<file path="config.mk">
export PLATFORM = sky130hd
export DESIGN_NAME = uart_rx_frame_ctrl
export DESIGN_NICKNAME = d
export VERILOG_FILES = /design/src/rtl/uart_rx_frame_ctrl.sv
export SDC_FILE = /design/constraint.sdc
export NUM_CORES = 1
export LEC_CHECK = 0
export CAP_MARGIN = 20
export CORE_MARGIN = 2
export CORE_UTILIZATION = 45
export CTS_CLUSTER_SIZE = 16
export DETAILED_ROUTE_END_ITERATION = 8
export GPL_ROUTABILITY_DRIVEN = 0
export PLACE_DENSITY_LB_ADDON = 0.15
export RECOVER_POWER = 100
export SYNTH_ARGS = -nofsm -noshare
export SYNTH_HDL_FRONTEND = slang
export SYNTH_SLANG_ARGS = --single-unit
</file>
<file path="constraint.sdc">
create_clock -name CLK -period 2.4 [get_ports CLK]
set_input_delay 0.24 -clock CLK [delete_from_list [all_inputs] [get_ports CLK]]
set_output_delay 0.24 -clock CLK [all_outputs]
set_load 0.02 [all_outputs]
</file>
<file path="src/rtl/uart_rx_frame_ctrl.sv">
// uart_rx_frame_ctrl: oversampling UART receiver (majority-vote sampling, parity, 1/2 stop bits).
// Define UART_RX_BREAK_DET_EN to add break detection (BRK output and WAIT_HIGH state).
module uart_rx_frame_ctrl #(
  parameter int DATA_WIDTH = 8,
  parameter int PRESC_W    = 6
) (
  input  logic                  CLK,
  input  logic                  RST,
  input  logic                  RX_IN,
  input  logic [PRESC_W-1:0]    PRESCALE,
  input  logic                  PAR_EN,
  input  logic                  PAR_TYP,
  input  logic                  TWO_STOP,
  output logic [DATA_WIDTH-1:0] P_DATA,
  output logic                  DATA_VALID,
  output logic                  PAR_ERR,
  output logic                  STP_ERR,
`ifdef UART_RX_BREAK_DET_EN
  output logic                  BRK,
`endif
  output logic                  BUSY
);

  localparam int BIT_W = (DATA_WIDTH > 1) ? $clog2(DATA_WIDTH) : 1;
  localparam logic [BIT_W-1:0] LAST_BIT = BIT_W'(DATA_WIDTH - 1);

  typedef enum logic [2:0] {
    IDLE   = 3'b000,
    START  = 3'b001,
    DATA   = 3'b011,
    PARITY = 3'b010,
    STOP   = 3'b110
`ifdef UART_RX_BREAK_DET_EN
    , WAIT_HIGH = 3'b111
`endif
  } state_t;

  state_t                  state_reg;
  logic [PRESC_W-1:0]      edge_cnt_reg;
  logic [BIT_W-1:0]        bit_cnt_reg;
  logic                    stop_cnt_reg;
  logic [PRESC_W-1:0]      presc_reg;
  logic                    par_en_reg;
  logic                    par_typ_reg;
  logic                    two_stop_reg;
  logic [2:0]              samp_reg;
  logic [DATA_WIDTH-1:0]   shift_reg;
  logic                    par_fail_reg;
  logic                    stp_fail_reg;
  logic                    res_pend_reg;
  logic                    res_par_reg;
  logic                    res_stp_reg;
  logic [DATA_WIDTH-1:0]   p_data_reg;
  logic                    data_valid_reg;
  logic                    par_err_reg;
  logic                    stp_err_reg;
`ifdef UART_RX_BREAK_DET_EN
  logic                    par_bit_reg;
  logic                    res_brk_reg;
  logic                    brk_reg;
  logic                    brk_cond;
`endif

  logic [PRESC_W-1:0] presc_clamped;
  logic [PRESC_W-1:0] half_cnt;
  logic               at_boundary;
  logic               samp2_eff;
  logic               bit_val;

  assign presc_clamped = (PRESCALE < PRESC_W'(4)) ? PRESC_W'(4) : PRESCALE;
  assign half_cnt      = presc_reg >> 1;
  assign at_boundary   = (edge_cnt_reg == presc_reg - PRESC_W'(1));
  // With P=4 the last sample lands on the boundary cycle, so vote on the live input there.
  assign samp2_eff     = (edge_cnt_reg == half_cnt + PRESC_W'(1)) ? RX_IN : samp_reg[2];
  assign bit_val       = (samp_reg[0] & samp_reg[1]) | (samp_reg[0] & samp2_eff) |
                         (samp_reg[1] & samp2_eff);

`ifdef UART_RX_BREAK_DET_EN
  assign brk_cond = (shift_reg == '0) && (!par_en_reg || !par_bit_reg) && !bit_val;
`endif

  always_ff @(posedge CLK) begin
    if (RST) begin
      state_reg      <= IDLE;
      edge_cnt_reg   <= '0;
      bit_cnt_reg    <= '0;
      stop_cnt_reg   <= 1'b0;
      presc_reg      <= PRESC_W'(4);
      par_en_reg     <= 1'b0;
      par_typ_reg    <= 1'b0;
      two_stop_reg   <= 1'b0;
      samp_reg       <= '0;
      shift_reg      <= '0;
      par_fail_reg   <= 1'b0;
      stp_fail_reg   <= 1'b0;
      res_pend_reg   <= 1'b0;
      res_par_reg    <= 1'b0;
      res_stp_reg    <= 1'b0;
      p_data_reg     <= '0;
      data_valid_reg <= 1'b0;
      par_err_reg    <= 1'b0;
      stp_err_reg    <= 1'b0;
`ifdef UART_RX_BREAK_DET_EN
      par_bit_reg    <= 1'b0;
      res_brk_reg    <= 1'b0;
      brk_reg        <= 1'b0;
`endif
    end else begin
      data_valid_reg <= 1'b0;
      par_err_reg    <= 1'b0;
      stp_err_reg    <= 1'b0;
      res_pend_reg   <= 1'b0;
      res_par_reg    <= 1'b0;
      res_stp_reg    <= 1'b0;
`ifdef UART_RX_BREAK_DET_EN
      brk_reg        <= 1'b0;
      res_brk_reg    <= 1'b0;
`endif

      // Frame result is staged one cycle so every output comes straight from a register.
      if (res_pend_reg) begin
`ifdef UART_RX_BREAK_DET_EN
        if (res_brk_reg) brk_reg <= 1'b1;
        else
`endif
        if (res_par_reg || res_stp_reg) begin
          par_err_reg <= res_par_reg;
          stp_err_reg <= res_stp_reg;
        end else begin
          data_valid_reg <= 1'b1;
          p_data_reg     <= shift_reg;
        end
      end

      if (state_reg != IDLE) begin
        if (edge_cnt_reg == half_cnt - PRESC_W'(1)) samp_reg[0] <= RX_IN;
        if (edge_cnt_reg == half_cnt)               samp_reg[1] <= RX_IN;
        if (edge_cnt_reg == half_cnt + PRESC_W'(1)) samp_reg[2] <= RX_IN;
        edge_cnt_reg <= at_boundary ? '0 : edge_cnt_reg + PRESC_W'(1);
      end

      case (state_reg)
        IDLE: begin
          if (!RX_IN) begin
            state_reg    <= START;
            edge_cnt_reg <= PRESC_W'(1);
            presc_reg    <= presc_clamped;
            par_en_reg   <= PAR_EN;
            par_typ_reg  <= PAR_TYP;
            two_stop_reg <= TWO_STOP;
            bit_cnt_reg  <= '0;
            stop_cnt_reg <= 1'b0;
            par_fail_reg <= 1'b0;
            stp_fail_reg <= 1'b0;
          end
        end
        START: begin
          if (at_boundary) state_reg <= bit_val ? IDLE : DATA;
        end
        DATA: begin
          if (at_boundary) begin
            shift_reg <= {bit_val, shift_reg[DATA_WIDTH-1:1]};
            if (bit_cnt_reg == LAST_BIT) begin
              bit_cnt_reg <= '0;
              state_reg   <= par_en_reg ? PARITY : STOP;
            end else begin
              bit_cnt_reg <= bit_cnt_reg + BIT_W'(1);
            end
          end
        end
        PARITY: begin
          if (at_boundary) begin
            par_fail_reg <= (bit_val != ((^shift_reg) ^ par_typ_reg));
`ifdef UART_RX_BREAK_DET_EN
            par_bit_reg  <= bit_val;
`endif
            state_reg    <= STOP;
          end
        end
        STOP: begin
          if (at_boundary) begin
`ifdef UART_RX_BREAK_DET_EN
            if (!stop_cnt_reg && brk_cond) begin
              state_reg    <= WAIT_HIGH;
              res_pend_reg <= 1'b1;
              res_brk_reg  <= 1'b1;
            end else
`endif
            if (two_stop_reg && !stop_cnt_reg) begin
              stop_cnt_reg <= 1'b1;
              stp_fail_reg <= ~bit_val;
            end else begin
              state_reg    <= IDLE;
              res_pend_reg <= 1'b1;
              res_par_reg  <= par_fail_reg;
              res_stp_reg  <= stp_fail_reg | ~bit_val;
            end
          end
        end
`ifdef UART_RX_BREAK_DET_EN
        WAIT_HIGH: begin
          // Counts consecutive high cycles; any low restarts the full bit time.
          if (!RX_IN) begin
            edge_cnt_reg <= '0;
          end else if (edge_cnt_reg == presc_reg - PRESC_W'(1)) begin
            state_reg    <= IDLE;
            edge_cnt_reg <= '0;
          end else begin
            edge_cnt_reg <= edge_cnt_reg + PRESC_W'(1);
          end
        end
`endif
        default: state_reg <= IDLE;
      endcase
    end
  end

  assign P_DATA     = p_data_reg;
  assign DATA_VALID = data_valid_reg;
  assign PAR_ERR    = par_err_reg;
  assign STP_ERR    = stp_err_reg;
  assign BUSY       = (state_reg != IDLE);
`ifdef UART_RX_BREAK_DET_EN
  assign BRK        = brk_reg;
`endif

endmodule

</file>
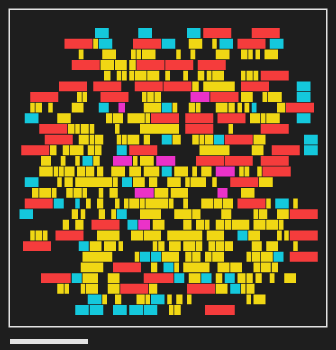
(images/placement_by_type.png)
The bar under the picture is 20 um long.
Magenta stands for clock drivers and dummy loads, cells 8, share of their area 2.9%. Cyan stands for remaining buffers and delay cells, cells 47, share of their area 13%. Red stands for sequential cells, cells 49, share of their area 32%. Yellow stands for combinational and other logic, cells 243, share of their area 53%.

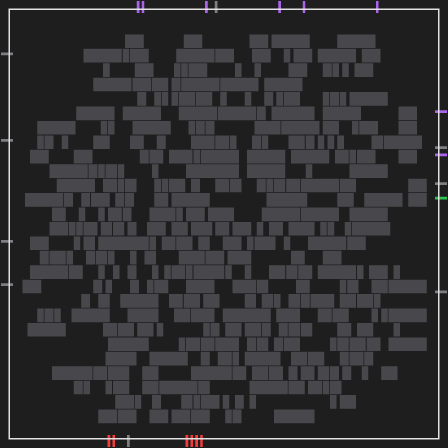
(images/io_placement.png)
Pins as bars across the die edge, other pins in gray.
Red stands for PRESCALE, pins 6, direction input, edge bottom. Purple stands for P_DATA, pins 8, direction output, edge 6 top, 2 right. Green stands for PAR_ERR, pins 1, direction output, edge right.
All pins by edge: 7 bottom, 7 top, 6 right, 4 left.

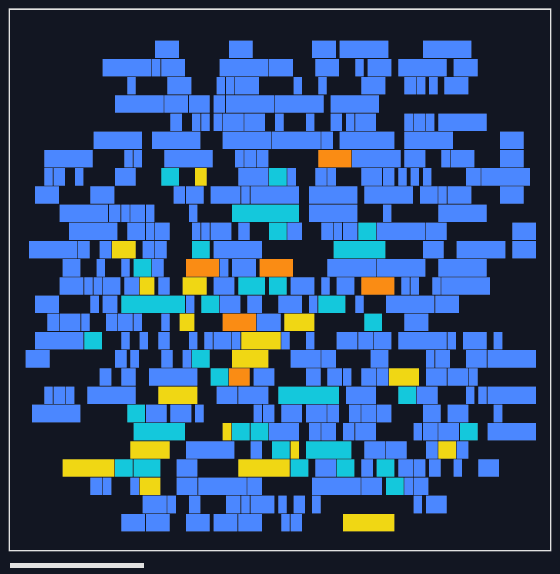
(images/sizes.png)
The bar under the picture is 20 um long.
Yellow stands for _2 cells, cells 18. Blue stands for _0 and _1 cells, cells 291. Cyan stands for _3 and _4 cells, cells 32. Orange stands for _6 and larger, cells 6.
Area Growth Syn to Fin: 21.4%
Non-CTS buffers: 47
design area: 3210 um2
post-route worst setup slack: 124 ps

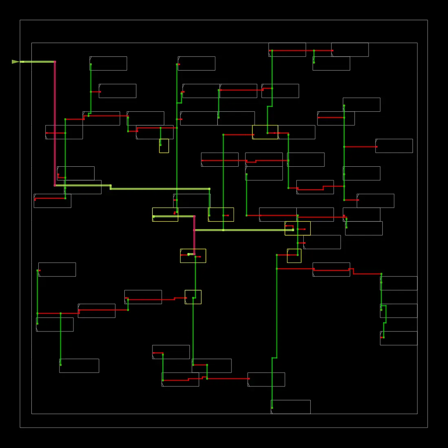
(images/clocks.png)
Layout clock buffers: 5
Final Skew: 4.63 ps
flip-flops: 49

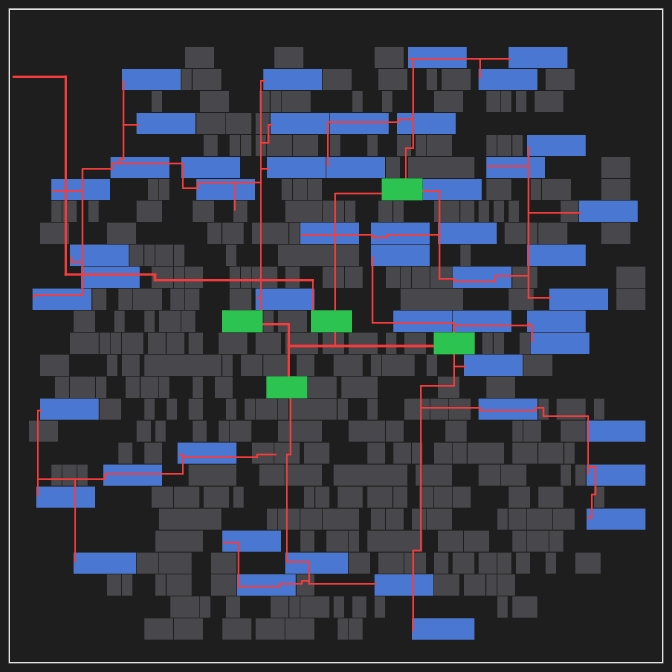
(images/clk_routes.png)
Red stands for clock wires, length 587 um. Green stands for clock drivers, count 5. Blue stands for flip-flops, count 49.
Position of the flops: widely spread.

==> summary.txt <==
yosys + openroad results -> WL final=5.82 mm, Via density=5.46, synth unique cells=59, hold depth=2, vias=2286, worst hold slack=465 ps, DRC violations left=0, Overall Power=2540 uW, hold_sp=par_en_reg, Final Max Slew Viols=0, die width=80.7 um, Detailed Place HPWL=4.36 mm, first-pass GRT wire length=10.3 mm, combinational cell power=1080 uW, core area=5610 um2, Commonest flop=dfxtp_1, Combinational Area=1610 um2, AO/OA Area Share=17.4%, IO buf count=23, Syn Nets=328, # Cells Yosys=309, status=complete, no violations, Gate power share=42.4%, Pwr Density=792 nW/um2, total grt overflow=0, EDFF count, synth=0, slowest CP cell=dfxtp_1, M3 GR Usage=3.93%, YS chip area=2650 um2, CP peak stage delay=330 ps, number of global-route vias before repair=2218, Comb area share=50.3%, dominant kind of cell=multi-input combinational cells, WP depth=10, DRT Pass-1 Iters=4, clock share of power=19.3%, Mapped Cells=309, H-tree depth=2, Reg power frac=38.3%, FILL cells=540, largest net degree at the start of global routing=17, leading post-synthesis cells by instance count=49 x dfxtp_1, 44 x nand2_1, 34 x nor2_1, 25 x a21oi_1, 15 x xnor2_1, final net count=365, layer with the highest usage=met2, WL per Instance=13.9 um, CTS Sinks=49, Slew HR=59.9%, cts bufs inserted=5, CP Class=flip-flop to flip-flop, nature of the critical path startpoint=flip-flop, P_seq=975 uW, R2R depth=10, setup TNS=0 ps, worst skew pair latency=300 ps, Yosys top cell by instances=dfxtp_1, max-cap viol count=0, most frequent CP cell=buf_4, RSZ-0062 raised after global routing=true, met3 WL=238 um, CP bufs+invs=2, DP Area=3060 um2, Critical Path End=shift_reg[7], dominant kind of combinational cell=simple AND/OR/NAND/NOR gates, CP top delay family=AND-OR/OR-AND gates, highest clock rate=0.439 GHz, Setup Buffers After CTS=0, NonClk Buf Share=12.5%, Power Internal=1550 uW, Critical Path RT=2640 ps, yosys warns=0, Routed Antenna Nets=0, initial antenna violation count=0, Netlist Area Pre-Place=2650 um2, Worst Setup SP=presc_reg[1], GRT Overall Usage=20.4%, clk tree area frac=2.80%, most numerous logic cell after layout=dfxtp_1, non-filler cells, final=419, XOR Share, Synth=9.46%
Power is estimated from default activity; no workload was simulated.
